**config.mk**
```make
export PLATFORM = sky130hd
export DESIGN_NAME = ofm_drain_flat
export DESIGN_NICKNAME = d
export VERILOG_FILES = /design/src/rtl/ofm_pkg.sv /design/src/rtl/ofm_drain_if.sv /design/src/rtl/ofm_drain_fifo2.sv /design/src/rtl/ofm_drain.sv /design/src/flat_wrapper.sv
export SDC_FILE = /design/constraint.sdc
export NUM_CORES = 1
export LEC_CHECK = 0
export CAP_MARGIN = 20
export CORE_ASPECT_RATIO = 1.5
export CORE_MARGIN = 2
export CORE_UTILIZATION = 35
export CTS_CLUSTER_SIZE = 24
export DETAILED_ROUTE_END_ITERATION = 10
export PLACE_DENSITY = 0.62
export SYNTH_ARGS = -nofsm -noshare
export SYNTH_HDL_FRONTEND = slang
export SYNTH_SLANG_ARGS = --single-unit
export TNS_END_PERCENT = 1
```
**constraint.sdc**
```tcl
create_clock -name clk -period 7.1 [get_ports clk]
set_input_delay 2.13 -clock clk [delete_from_list [all_inputs] [get_ports clk]]
set_output_delay 2.13 -clock clk [all_outputs]
set_load 0.02 [all_outputs]
```
**src/rtl/ofm_pkg.sv**
```systemverilog
// Shared types and defaults for the output feature-map drain path.
// The drain reads packed partial-sum words out of the OFM RAM.
package ofm_pkg;

  localparam int OFM_ADDR_W = 16;
  localparam int OFM_DATA_W = 64;
  localparam int OFM_CNT_W  = 16;
  localparam int LANE_W     = 16;
  localparam int LANES      = 4;

  typedef enum logic [1:0] {
    IDLE   = 2'd0,
    RUN    = 2'd1,
    FINISH = 2'd2
  } ofm_state_e;

endpackage

```
**src/rtl/ofm_drain_if.sv**
```systemverilog
// Valid/ready word stream from the OFM drain toward the comparator/host path.
interface ofm_drain_if #(
  parameter int DATA_W = ofm_pkg::OFM_DATA_W
);

  logic              m_valid;
  logic              m_ready;
  logic [DATA_W-1:0] m_data;
  logic              m_last;

  modport master (
    output m_valid,
    output m_data,
    output m_last,
    input  m_ready
  );

  modport slave (
    input  m_valid,
    input  m_data,
    input  m_last,
    output m_ready
  );

endinterface

```
**src/rtl/ofm_drain_fifo2.sv**
```systemverilog
// Two-entry first-word-fall-through buffer that absorbs the RAM read latency.
// Entry 0 is always the head; entry 1 only holds data when two words are queued.
module drain_fifo2
  import ofm_pkg::*;
#(
  parameter int DATA_W = OFM_DATA_W
) (
  input  logic              clk,
  input  logic              rst,
  input  logic              push,
  input  logic [DATA_W-1:0] push_data,
  input  logic              pop,
  output logic [DATA_W-1:0] head,
  output logic [1:0]        count
);

  logic [DATA_W-1:0] mem0_q, mem0_d;
  logic [DATA_W-1:0] mem1_q, mem1_d;
  logic [1:0]        count_q, count_d;

  always_comb begin
    mem0_d  = mem0_q;
    mem1_d  = mem1_q;
    count_d = count_q;
    unique case ({push, pop})
      2'b10: begin
        if (count_q == 2'd0) mem0_d = push_data;
        else                 mem1_d = push_data;
        count_d = count_q + 2'd1;
      end
      2'b01: begin
        mem0_d  = mem1_q;
        count_d = count_q - 2'd1;
      end
      2'b11: begin
        // Simultaneous push/pop keeps the depth; the new word lands behind any survivor.
        if (count_q == 2'd1) begin
          mem0_d = push_data;
        end else begin
          mem0_d = mem1_q;
          mem1_d = push_data;
        end
      end
      default: ;
    endcase
  end

  always_ff @(posedge clk) begin
    if (rst) begin
      mem0_q  <= '0;
      mem1_q  <= '0;
      count_q <= 2'd0;
    end else begin
      mem0_q  <= mem0_d;
      mem1_q  <= mem1_d;
      count_q <= count_d;
    end
  end

  assign head  = mem0_q;
  assign count = count_q;

  a_no_overflow:  assert property (@(posedge clk) disable iff (rst) !(push && count_q == 2'd2));
  a_no_underflow: assert property (@(posedge clk) disable iff (rst) !(pop && count_q == 2'd0));

endmodule

```
**src/rtl/ofm_drain.sv**
```systemverilog
// Port-B unloader for the output feature-map RAM: on start it reads a word range
// and streams it out, throttling reads so the 2-entry buffer never overflows.
module ofm_drain
  import ofm_pkg::*;
#(
  parameter int ADDR_W = OFM_ADDR_W,
  parameter int DATA_W = OFM_DATA_W,
  parameter int CNT_W  = OFM_CNT_W,
  parameter int RD_LAT = 1
) (
  input  logic              clk,
  input  logic              rst,
  input  logic              start,
  input  logic [ADDR_W-1:0] base_addr,
  input  logic [CNT_W-1:0]  num_words,
  output logic              rd_en,
  output logic [ADDR_W-1:0] rd_addr,
  input  logic [DATA_W-1:0] rd_data,
  ofm_drain_if.master       m,
  output logic              busy,
  output logic              done
);

  ofm_state_e        state_q;
  logic [ADDR_W-1:0] addr_q;
  logic [CNT_W-1:0]  num_q;
  logic [CNT_W-1:0]  issued_q;
  logic [CNT_W-1:0]  popped_q;
  logic              inflight_q;
  logic              busy_q;
  logic              done_q;

  logic [1:0]        fifo_count;
  logic [DATA_W-1:0] fifo_head;
  logic              pop;
  logic              issue;
  logic              last;
  logic [2:0]        occ;

  drain_fifo2 #(.DATA_W(DATA_W)) u_fifo (
    .clk       (clk),
    .rst       (rst),
    .push      (inflight_q),
    .push_data (rd_data),
    .pop       (pop),
    .head      (fifo_head),
    .count     (fifo_count)
  );

  assign m.m_valid = (fifo_count != 2'd0);
  assign m.m_data  = fifo_head;
  assign last      = m.m_valid && (popped_q == num_q - CNT_W'(1));
  assign m.m_last  = last;
  assign pop       = m.m_valid && m.m_ready;

  // Words already committed to the buffer after this cycle's pop; a same-cycle
  // pop frees a slot so reads resume without a bubble when m_ready returns.
  assign occ   = {1'b0, fifo_count} + {2'b00, inflight_q} - {2'b00, pop};
  assign issue = (state_q == RUN) && (issued_q < num_q) && (occ <= 3'd1);

  assign rd_en   = issue;
  assign rd_addr = addr_q;
  assign busy    = busy_q;
  assign done    = done_q;

  always_ff @(posedge clk) begin
    if (rst) begin
      state_q    <= IDLE;
      addr_q     <= '0;
      num_q      <= '0;
      issued_q   <= '0;
      popped_q   <= '0;
      inflight_q <= 1'b0;
      busy_q     <= 1'b0;
      done_q     <= 1'b0;
    end else begin
      inflight_q <= issue;
      unique case (state_q)
        IDLE: begin
          done_q <= 1'b0;
          if (start) begin
            addr_q   <= base_addr;
            num_q    <= num_words;
            issued_q <= '0;
            popped_q <= '0;
            busy_q   <= 1'b1;
            state_q  <= (num_words == '0) ? FINISH : RUN;
          end
        end
        RUN: begin
          if (issue) begin
            addr_q   <= addr_q + ADDR_W'(1);
            issued_q <= issued_q + CNT_W'(1);
          end
          if (pop) begin
            popped_q <= popped_q + CNT_W'(1);
            if (last) begin
              state_q <= FINISH;
              busy_q  <= 1'b0;
              done_q  <= 1'b1;
            end
          end
        end
        FINISH: begin
          // A zero-length drain arrives here with done still low and raises it one cycle later.
          if (!done_q) begin
            done_q <= 1'b1;
            busy_q <= 1'b0;
          end else begin
            done_q  <= 1'b0;
            state_q <= IDLE;
          end
        end
        default: state_q <= IDLE;
      endcase
    end
  end

  a_cfg: assert property (@(posedge clk) (RD_LAT == 1) && (DATA_W == LANE_W * LANES));

endmodule

```
**src/flat_wrapper.sv**
```systemverilog
// flat-port wrapper written by rule: the top's interface ports become plain ports
module ofm_drain_flat import ofm_pkg::*;
#(
  parameter int ADDR_W = OFM_ADDR_W,
  parameter int DATA_W = OFM_DATA_W,
  parameter int CNT_W  = OFM_CNT_W,
  parameter int RD_LAT = 1
)
  (clk, rst, start, base_addr, num_words, rd_en, rd_addr, rd_data, busy, done, m_m_valid, m_m_data, m_m_last, m_m_ready);
  ofm_drain_if #(.DATA_W(DATA_W)) m_i ();
  input  logic clk;
  input  logic rst;
  input  logic start;
  input  logic [ADDR_W-1:0] base_addr;
  input  logic [CNT_W-1:0] num_words;
  output logic rd_en;
  output logic [ADDR_W-1:0] rd_addr;
  input  logic [DATA_W-1:0] rd_data;
  output logic busy;
  output logic done;
  output wire logic [$bits(m_i.m_valid)-1:0] m_m_valid;
  output wire logic [$bits(m_i.m_data)-1:0] m_m_data;
  output wire logic [$bits(m_i.m_last)-1:0] m_m_last;
  input wire logic [$bits(m_i.m_ready)-1:0] m_m_ready;
  assign m_m_valid = m_i.m_valid;
  assign m_m_data = m_i.m_data;
  assign m_m_last = m_i.m_last;
  assign m_i.m_ready = m_m_ready;
  ofm_drain #(.ADDR_W(ADDR_W), .DATA_W(DATA_W), .CNT_W(CNT_W), .RD_LAT(RD_LAT)) u_core (.clk(clk), .rst(rst), .start(start), .base_addr(base_addr), .num_words(num_words), .rd_en(rd_en), .rd_addr(rd_addr), .rd_data(rd_data), .m(m_i), .busy(busy), .done(done));
endmodule
```
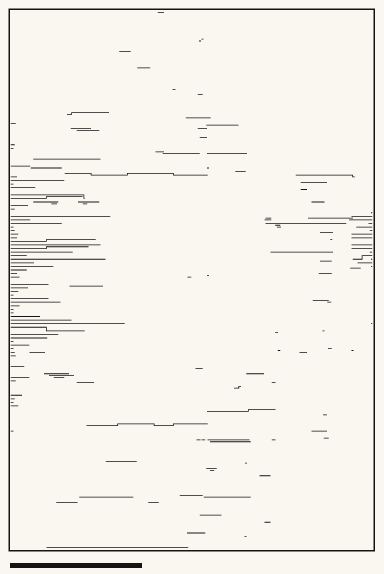
(run_1/m3.png)
Scale bar: 50 um.
wire length on this layer: 1370 um
nets with wire on the layer: 122
share of all routed wire: 4.9%
longest straight run: 53.6 um
WL final: 27900 um
total via count after detailed routing: 8885
grt met3 use: 4.19%

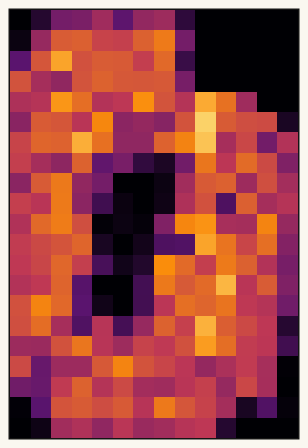
(run_1/util_map.png)
The die is cut into 14 by 21 equal tiles; black is low, pale yellow is high, 0 to 100% covered.
mean over tiles: 42%
fullest tile: 90%
nearly empty tiles: 14%
emptiest ninth of the die: top right
tiles over 75% full: 4.4%
CORE AREA: 26500 um^2
post-layout util: 46.0%
starting utilization of the core area: 35.7%

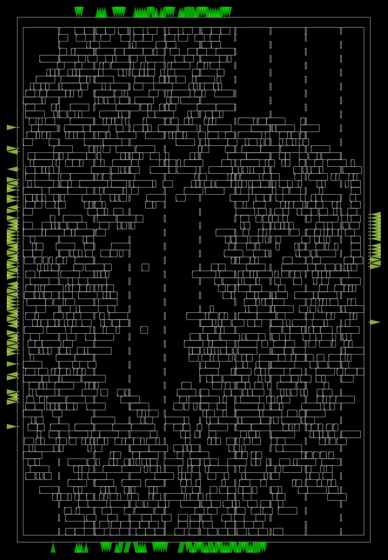
(run_1/placed.png)
filler instances: 2651
sequential share of cell area: 32.7%
number of non-filler instances in the completed layout: 1643

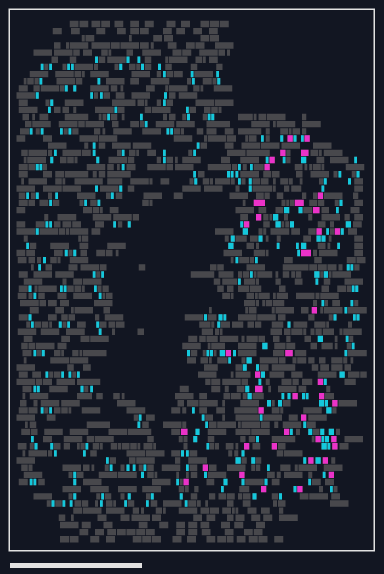
(run_1/gates.png)
Scale bar: 50 um.
| colour | family | cells | most used |
|---|---|---|---|
| magenta | and/or cells | 41 | or3_1 |
| cyan | nand cells | 262 | nand2_1 |
most frequent standard cell in the layout excluding fill and tap cells: sky130_fd_sc_hd__nand2_1
logic share of the area: 41.4%

==> impl_results.rst, run 1 <==
Implementation results
======================

.. list-table::
   :header-rows: 1

   * - Metric
     - Value
   * - Synthesized instance count
     - 1159
   * - Cell taking the most area after synthesis
     - sky130_fd_sc_hd__dfxtp_1
   * - Detailed Place HPWL
     - 18600 um
   * - Final worst clock skew
     - 0.0146 ns
   * - Clock tree buffer depth
     - 2
   * - Share of final-layout standard cells stronger than drive strength 1
     - 5.36%
   * - Area of all placed cells without fillers
     - 12200 um^2
   * - CTS root buffer
     - sky130_fd_sc_hd__clkbuf_16
   * - Die width
     - 138 um
   * - GRT overflow
     - 0
   * - Routability congestion estimate from global placement
     - 0.826
   * - Kind of cell adding the most delay to the critical path
     - buffers and inverters
   * - ANT nets after route
     - 0
   * - Proportion of netlist area held by the largest area contributor
     - 42.2%
   * - Clock transition time at the flip-flop clock pins of the worst setup and hold paths
     - 0.07 ns
   * - Wire length of the first global-routing pass
     - 44300 um
   * - Slew at the pin closest to its max-slew limit
     - 1.07 ns
   * - Area reported by Yosys stat
     - 9450 um^2
   * - TritonCTS buffer count
     - 17
   * - Cell types occupying the most area after synthesis
     - sky130_fd_sc_hd__dfxtp_1 (42%), sky130_fd_sc_hd__nand2_1 (8.7%), sky130_fd_sc_hd__a21oi_1 (5.9%), sky130_fd_sc_hd__a22oi_1 (5.6%), sky130_fd_sc_hd__a211oi_1 (5.5%)
   * - First-pass iteration count of the detailed router
     - 5
   * - Register share of total power
     - 34.5%
   * - Slew headroom
     - 28.6%
   * - Count of library flops with an enable pin
     - 0
   * - CTS tree
     - yes
   * - Floorplan row count
     - 73
   * - Total Nets Final
     - 1424
   * - Antenna diodes
     - 0
   * - CTS Hold Bufs
     - 0
   * - Global routing usage summed across all routing layers
     - 19.2%
   * - Count of endpoints failing hold in the final timing report
     - 0
   * - Required time of the critical path
     - 4.97 ns
   * - Mean instance size in the synthesized netlist
     - 8.15 um^2
   * - Mux area share
     - 2.21%
   * - Yosys reg bits
     - 199
   * - Maximum resistive drop on vdd
     - 0.268 mV
   * - Fraction of the yosys area taken by sequential cells
     - 42.2%
   * - Outcome
     - finished, final reports clean
   * - Number of port buffers
     - 184
   * - Part of the total power dissipated in the clock network
     - 21.4%
   * - Cell repeated most along the worst path
     - sky130_fd_sc_hd__inv_1
[run 1: worst paths after layout]
check	startpoint	endpoint	slack, ns
hold reg to reg	u_core.u_fifo.mem1_q[26]$_SDFFE_PP0P_	u_core.u_fifo.mem1_q[26]$_SDFFE_PP0P_	0.45
setup / recovery	m_m_ready	rd_en	0.29
hold / removal	u_core.u_fifo.mem1_q[26]$_SDFFE_PP0P_	u_core.u_fifo.mem1_q[26]$_SDFFE_PP0P_	0.45
setup reg to reg	u_core.u_fifo.count[1]$_SDFFE_PP0N_	u_core.rd_addr[9]$_SDFFE_PP0P_	3.49
[run 1: what timing repair did]
| action | 4_1_cts | 5_1_grt |
|---|---|---|
| endpoints found under the setup margin | 1 | 1 |
| resized | 2 | 3 |
| buffers inserted | 0 | 0 |
[run 1: area by class of cell]
cell class	count	share of cell area, %
multi-input cells	838	41.4
flip-flops and latches	199	32.7
repair buffers	201	16.1
clock buffers	17	3.49
well taps	337	3.46
clock inverters	15	1.72
inverters	36	1.11
[run 1: stage by stage]
stage                     hold slack, ns  setup WS (ns)  power, mW  utilization (%)
after floorplan                    0.436          0.566       2.92                -
after global placement             0.441         -0.173       3.76             43.6
after detailed placement           0.446         -0.231       3.78             43.6
after CTS                          0.458         0.0669       4.82             46.0
after global routing               0.469         0.0643       5.06             46.0
final                              0.454          0.289       4.76             46.0
[run 1: registers in the layout (all words and copies together) (netlist names)]
signal	flops
u_core.busy	1
u_core.u_fifo.head	64
u_core.popped_q	16
u_core.rd_addr	16
u_core.done	1
u_core.issued_q	16
u_core.u_fifo.mem1_q	64
u_core.inflight_q	1
u_core.u_fifo.count	2
u_core.state_q	2
u_core.num_q	16
[run 1: layout by cell type, fill, tap and decap left out, drive strengths merged, types with 4 or more instances in the layout]
cell	instances
xnor2	11
clkdlybuf4s50	182
o21ai	22
nor3	10
a2bb2oi	6
mux2	4
and4	5
a211oi	69
nand2b	4
dfxtp	199
buf	18
nand2	220
and3	12
nor2	94
xor2	19
o22ai	6
a21oi	111
inv	41
ha	30
nand4	16
nor4	7
o211ai	5
a22oi	71
clkbuf	18
mux2i	16
or3	18
o32ai	8
a21o	10
clkinv	8
a2111oi	4
nand3	22
[run 1: synth_stat cells, drive strengths merged, types with 5 or more instances]
library cell / number
a211oi: 69
a21o: 10
a21oi: 111
a22oi: 71
a2bb2oi: 6
and3: 12
and4: 5
buf: 6
clkbuf: 80
dfxtp: 199
ha: 30
inv: 36
mux2i: 16
nand2: 220
nand3: 22
nand4: 16
nor2: 94
nor3: 10
nor4: 7
o211ai: 5
o21ai: 22
o22ai: 6
o32ai: 8
or3: 18
xnor2: 11
xor2: 19
[run 1: kinds of logic after synthesis]
kind of cell	count (synthesis)
multiplexers	20
AND/OR/NAND/NOR	417
AND-OR/OR-AND	340
XOR/XNOR	30
flip-flops	199
buffers and inverters	122
adder cells (fa/ha/maj)	31
[run 1: metal layers]
metal,track usage (%),wire length (um),share of wire [%]
met5,0,0,0
met4,8.24,878,3.1
met1,21.6,11000,39
met3,4.19,1370,4.9
met2,35.0,14700,53
==> run_1/port_trees.png <==
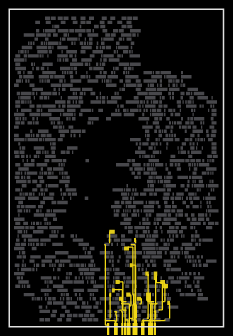

==> run 2, diff against run 1 <==
--- a/config.mk
+++ b/config.mk
@@ -9,8 +9,8 @@
 export CORE_ASPECT_RATIO = 1.5
 export CORE_MARGIN = 2
-export CORE_UTILIZATION = 35
+export CORE_UTILIZATION = 40
 export CTS_CLUSTER_SIZE = 24
 export DETAILED_ROUTE_END_ITERATION = 10
-export PLACE_DENSITY = 0.62
+export PLACE_DENSITY = 0.68
 export SYNTH_ARGS = -nofsm -noshare
 export SYNTH_HDL_FRONTEND = slang
==> constraint.sdc (replaced) <==
create_clock -name clk -period 7.1 [get_ports clk]
set_input_delay 2.13 -clock clk [delete_from_list [all_inputs] [get_ports clk]]
set_output_delay 2.13 -clock clk [all_outputs]
set_load 0.1 [all_outputs]
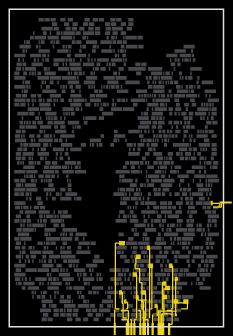
(run_2/port_trees.png)
| colour | port | direction | edge | end cells | buffers | wire |
|---|---|---|---|---|---|---|
| yellow | base_addr | input | 15 bottom, 1 right | 18 | 16 | 511 um |
top-level port count: 185
number of port buffers: 184

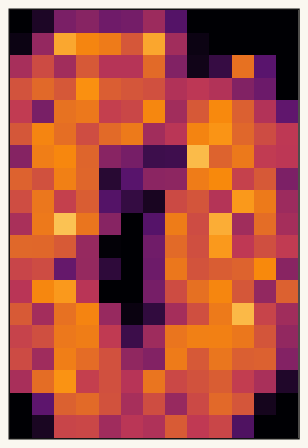
(run_2/util_map.png)
The die is cut into 13 by 19 equal tiles; black is low, pale yellow is high, 0 to 100% covered.
fullest tile: 87%
tiles over 75% full: 4.9%
mean over tiles: 47%
nearly empty tiles: 9.3%
starting utilization of the core area: 40.8%
CORE AREA: 23100 um^2
post-layout util: 52.2%

==> impl_results.rst, run 2 <==
Implementation results
======================

.. list-table::
   :header-rows: 1

   * - Metric
     - Value
   * - Outcome
     - finished, final reports clean
   * - Floorplan row count
     - 68
   * - Proportion of netlist area held by the largest area contributor
     - 42.2%
   * - Number of non-filler instances in the completed layout
     - 1616
   * - Most instantiated library cell after synthesis
     - sky130_fd_sc_hd__nand2_1
   * - Detailed Place HPWL
     - 17900 um
   * - Cell taking the most area after synthesis
     - sky130_fd_sc_hd__dfxtp_1
   * - Most frequent standard cell in the layout excluding fill and tap cells
     - sky130_fd_sc_hd__nand2_1
   * - Leading post-synthesis cells by instance count
     - sky130_fd_sc_hd__nand2_1 (220), sky130_fd_sc_hd__dfxtp_1 (199), sky130_fd_sc_hd__a21oi_1 (111), sky130_fd_sc_hd__nor2_1 (94), sky130_fd_sc_hd__clkbuf_1 (80)
   * - ANT nets after route
     - 0
   * - Total Nets Final
     - 1420
   * - Maximum resistive drop on vdd
     - 0.337 mV
   * - Total via count after detailed routing
     - 8883
   * - Clock tree buffer depth
     - 2
   * - Synthesized instance count
     - 1159
   * - Part of the total power dissipated in the clock network
     - 15.8%
   * - Most common logic cells in the final layout
     - sky130_fd_sc_hd__nand2_1 (220), sky130_fd_sc_hd__dfxtp_1 (199), sky130_fd_sc_hd__clkdlybuf4s50_1 (182), sky130_fd_sc_hd__a21oi_1 (110), sky130_fd_sc_hd__nor2_1 (94)
   * - CTS tree
     - yes
   * - Slew headroom
     - 28.3%
   * - Count of endpoints failing hold in the final timing report
     - 0
   * - TritonCTS buffer count
     - 17
   * - Global routing usage summed across all routing layers
     - 21.3%
   * - Mean instance size in the synthesized netlist
     - 8.15 um^2
## run 2: worst paths after layout
kind | startpoint | cells after the start | slack [ns] | end
max | m_m_ready | 12 | 0.20 | rd_en
min | u_core.u_fifo.mem1_q[41]$_SDFFE_PP0P_ | 2 | 0.45 | u_core.u_fifo.mem1_q[41]$_SDFFE_PP0P_
max reg2reg | u_core.u_fifo.count[1]$_SDFFE_PP0N_ | 14 | 3.38 | u_core.rd_addr[4]$_SDFFE_PP0P_
min reg2reg | u_core.u_fifo.mem1_q[41]$_SDFFE_PP0P_ | 2 | 0.45 | u_core.u_fifo.mem1_q[41]$_SDFFE_PP0P_
## run 2: final cells by class
type / count / area share (%)
clock buffer: 23 / 3.96
inverter: 36 / 1.12
sequential: 199 / 33.0
clock inverter: 8 / 0.746
timing repair buffer: 197 / 16.1
multi-input combinational: 838 / 41.8
tap: 315 / 3.26
## run 2: power groups by stage
| stage | Sequential [mW] | Combinational [mW] | Clock (mW) |
|---|---|---|---|
| final | 1.64 | 3.43 | 0.950 |
| after global placement | 1.65 | 3.41 | 0 |
| after CTS | 1.64 | 3.44 | 0.971 |
| after detailed placement | 1.66 | 3.43 | 0 |
| after global routing | 1.68 | 3.62 | 1.01 |
| after floorplan | 3.18 | 1.07 | 0 |
## run 2: worst min-delay path, delay by kind of cell, from the launching register on
family / cells / cell delay (ns)
and+or+nand+nor: 1 / 0.05
AOI/OAI and AO/OA: 1 / 0.05
DFF: 1 / 0.31
## run 2: metrics by stage
| step | hold slack [ns] | setup slack [ns] |
|---|---|---|
| final | 0.454 | 0.204 |
| after global placement | 0.441 | 0.0931 |
| after global routing | 0.472 | 0.00880 |
| after CTS | 0.456 | 0.0575 |
| after detailed placement | 0.446 | -0.00973 |
| after floorplan | 0.436 | 0.115 |
## run 2: cells by family (layout without fill, tap and decap cells)
family,Yosys count,count (layout),synth area share [%]
xor+xnor,30,30,2.78
simple gates,417,417,19.3
fa+ha+maj,31,31,4.18
mux,20,20,2.21
compound gates,340,340,24.4
flops,199,199,42.2
buf+inv,122,264,4.91
## run 2: what timing repair did
item / in CTS / in global routing
gates resized: 1 / 2
hold buffers: 0 / 0
setup endpoints to repair: 1 / 1
pin swaps: 0 / 0
## run 2: metal layers
metal  GRT usage (%)  routed length [um]  vias to the layer above
met2            37.2               13800                      208
met3            5.10                1310                       49
met4            8.89                 823                        0
li1                -                   -                     4400
met5               0                   0                        -
met1            24.7               10800                     4226
==> run_2/gates.png <==
Scale bar: 50 um.
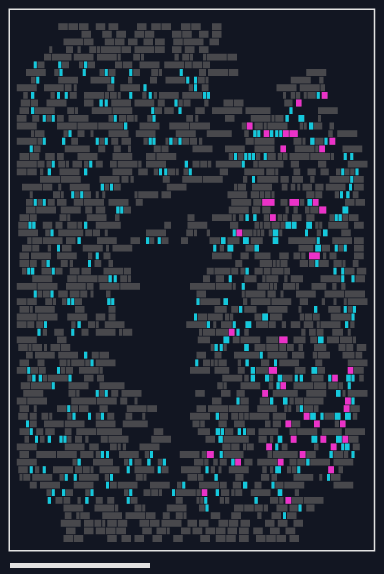

==> run 3, diff against run 2 <==
CORE_MARGIN = unset   (was 2)
SLEW_MARGIN = 40   (was unset)
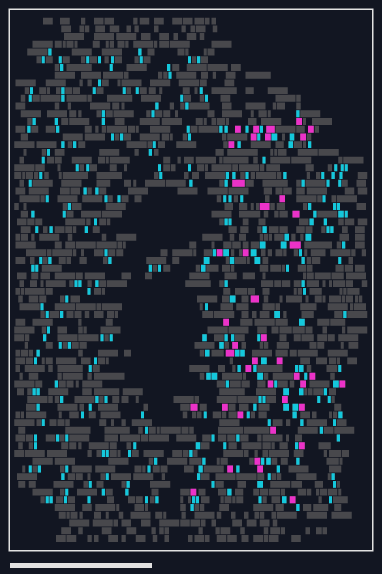
(run_3/gates.png)
Scale bar: 50 um.
| colour | family | cells | most used |
|---|---|---|---|
| magenta | and/or cells | 41 | or3_1 |
| cyan | nand cells | 262 | nand2_1 |
logic share of the area: 43.1%
number of non-filler instances in the completed layout: 1620

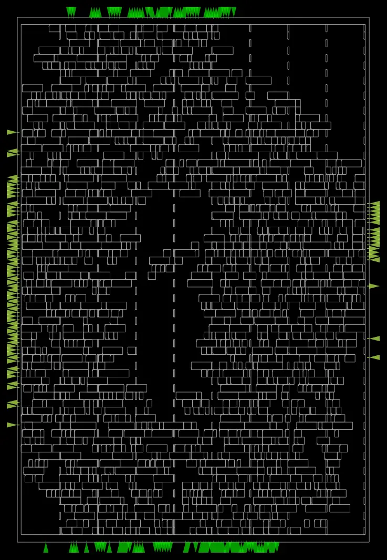
(run_3/placed.png)
filler instances: 2243
sequential share of cell area: 34.0%

==> impl_results.rst, run 3 <==
Implementation results
======================

.. list-table::
   :header-rows: 1

   * - Metric
     - Value
   * - Slew headroom
     - 47.5%
   * - Cell types occupying the most area after synthesis
     - sky130_fd_sc_hd__dfxtp_1 (42%), sky130_fd_sc_hd__nand2_1 (8.7%), sky130_fd_sc_hd__a21oi_1 (5.9%), sky130_fd_sc_hd__a22oi_1 (5.6%), sky130_fd_sc_hd__a211oi_1 (5.5%)
   * - Met1 wire length
     - 10800 um
   * - R2R cell count
     - 14
   * - Synthesized instance count
     - 1159
   * - Starting utilization of the core area
     - 41.0%
   * - Total Nets Final
     - 1423
   * - Outcome
     - finished, final reports clean
   * - Hold wc startpoint
     - u_core.u_fifo.mem1_q[11]$_SDFFE_PP0P_
   * - Wire length on met2
     - 14100 um
   * - Fraction of the yosys area taken by sequential cells
     - 42.2%
   * - Count of library flops with an enable pin
     - 0
   * - Most instantiated library cell after synthesis
     - sky130_fd_sc_hd__nand2_1
   * - Slew at the pin closest to its max-slew limit
     - 0.784 ns
   * - Setup repair bufs after CTS
     - 0
   * - Clock tree buffer depth
     - 2
   * - Routed length on met3
     - 1360 um
   * - Antenna diodes
     - 0
   * - Top layer used by detailed routing
     - met4
   * - Floorplan row count
     - 68
   * - TritonCTS buffer count
     - 17
   * - Count of endpoints failing hold in the final timing report
     - 0
   * - Post-CTS Resized
     - 0
   * - Required time of the critical path
     - 4.97 ns
   * - Register-to-register setup slack
     - 3.42 ns
   * - Worst hold margin
     - 0.453 ns
   * - ANT nets after route
     - 0
   * - CTS tree
     - yes
   * - Share of final-layout standard cells stronger than drive strength 1
     - 11.6%
   * - Routability congestion estimate from global placement
     - 0.869
   * - Cell taking the most area after synthesis
     - sky130_fd_sc_hd__dfxtp_1
   * - Yosys reg bits
     - 199
   * - First-pass iteration count of the detailed router
     - 5
   * - Final worst clock skew
     - 0.0136 ns
==> run 3: cell count changes in the layout (fill, tap and decap cells not counted), sizes merged <==
cell,previous run,this run
buf,15,102
clkbuf,23,22
clkinv,4,5
clkinvlp,0,1
clkdlybuf4s50,182,98
bufinv,1,2
inv,39,38
==> run 3: stage by stage <==
stage | setup WS [ns] | cells | power, mW
after global routing | 0.0693 | 1620 | 6.14
after CTS | 0.0228 | 1620 | 5.88
after global placement | 0.102 | 1588 | 5.08
after floorplan | 0.115 | 1159 | 4.25
final | 0.283 | 1620 | 5.84
after detailed placement | 0.0189 | 1588 | 4.89
==> run 3: logic make-up (layout without fill, tap and decap cells) <==
group	after synthesis	count (layout)	share of synthesized area, %
AND-OR/OR-AND	340	340	24.4
adder cells (fa/ha/maj)	31	31	4.18
AND/OR/NAND/NOR	417	417	19.3
XOR/XNOR	30	30	2.78
flip-flops	199	199	42.2
buffers and inverters	122	268	4.91
multiplexers	20	20	2.21
==> run 3: power breakdown <==
group	switching [mW]	internal, mW	total [mW]
Sequential	0.212	1.42	1.63
Combinational	2.55	0.684	3.23
Clock	0.429	0.549	0.978
Total	3.19	2.66	5.84
==> run 3: worst max path at each step <==
stage                     depth (start not counted)  slack (ns)  startpoint     to
after global placement                           12        0.10   m_m_ready  rd_en
after detailed placement                         12        0.02   m_m_ready  rd_en
after CTS                                        12        0.02   m_m_ready  rd_en
after global routing                             12        0.07   m_m_ready  rd_en
after floorplan                                  10        0.12   m_m_ready  rd_en
final                                            12        0.28   m_m_ready  rd_en
==> run 3: final cells by class <==
type / instances / area (um^2)
well taps: 315 / 394
repair buffers: 200 / 1550
clock buffers: 22 / 474
flip-flops and latches: 199 / 3980
inverters: 36 / 135
multi-input cells: 838 / 5050
clock inverters: 10 / 118
fillers: 2243 / 11400
==> run 3: critical path, stage by stage <==
cell and delay (ns):
sky130_fd_sc_hd__clkdlybuf4s50_1 0.45, sky130_fd_sc_hd__nor2b_1 0.17, sky130_fd_sc_hd__ha_1 0.30, sky130_fd_sc_hd__inv_1 0.08, sky130_fd_sc_hd__ha_1 0.13, sky130_fd_sc_hd__inv_1 0.04
sky130_fd_sc_hd__fa_1 0.37, sky130_fd_sc_hd__xor2_1 0.16, sky130_fd_sc_hd__a2111oi_2 0.37, sky130_fd_sc_hd__o21ai_1 0.17, sky130_fd_sc_hd__inv_1 0.12, sky130_fd_sc_hd__buf_12 0.18
==> run 3: per-layer routing <==
metal | vias to the layer above | global-route usage, %
li1 | 4406 | -
met1 | 4208 | 25.7
met2 | 226 | 39.9
met3 | 39 | 4.88
met4 | 0 | 8.93
met5 | - | 0
Power and IR drop assume default switching activity.
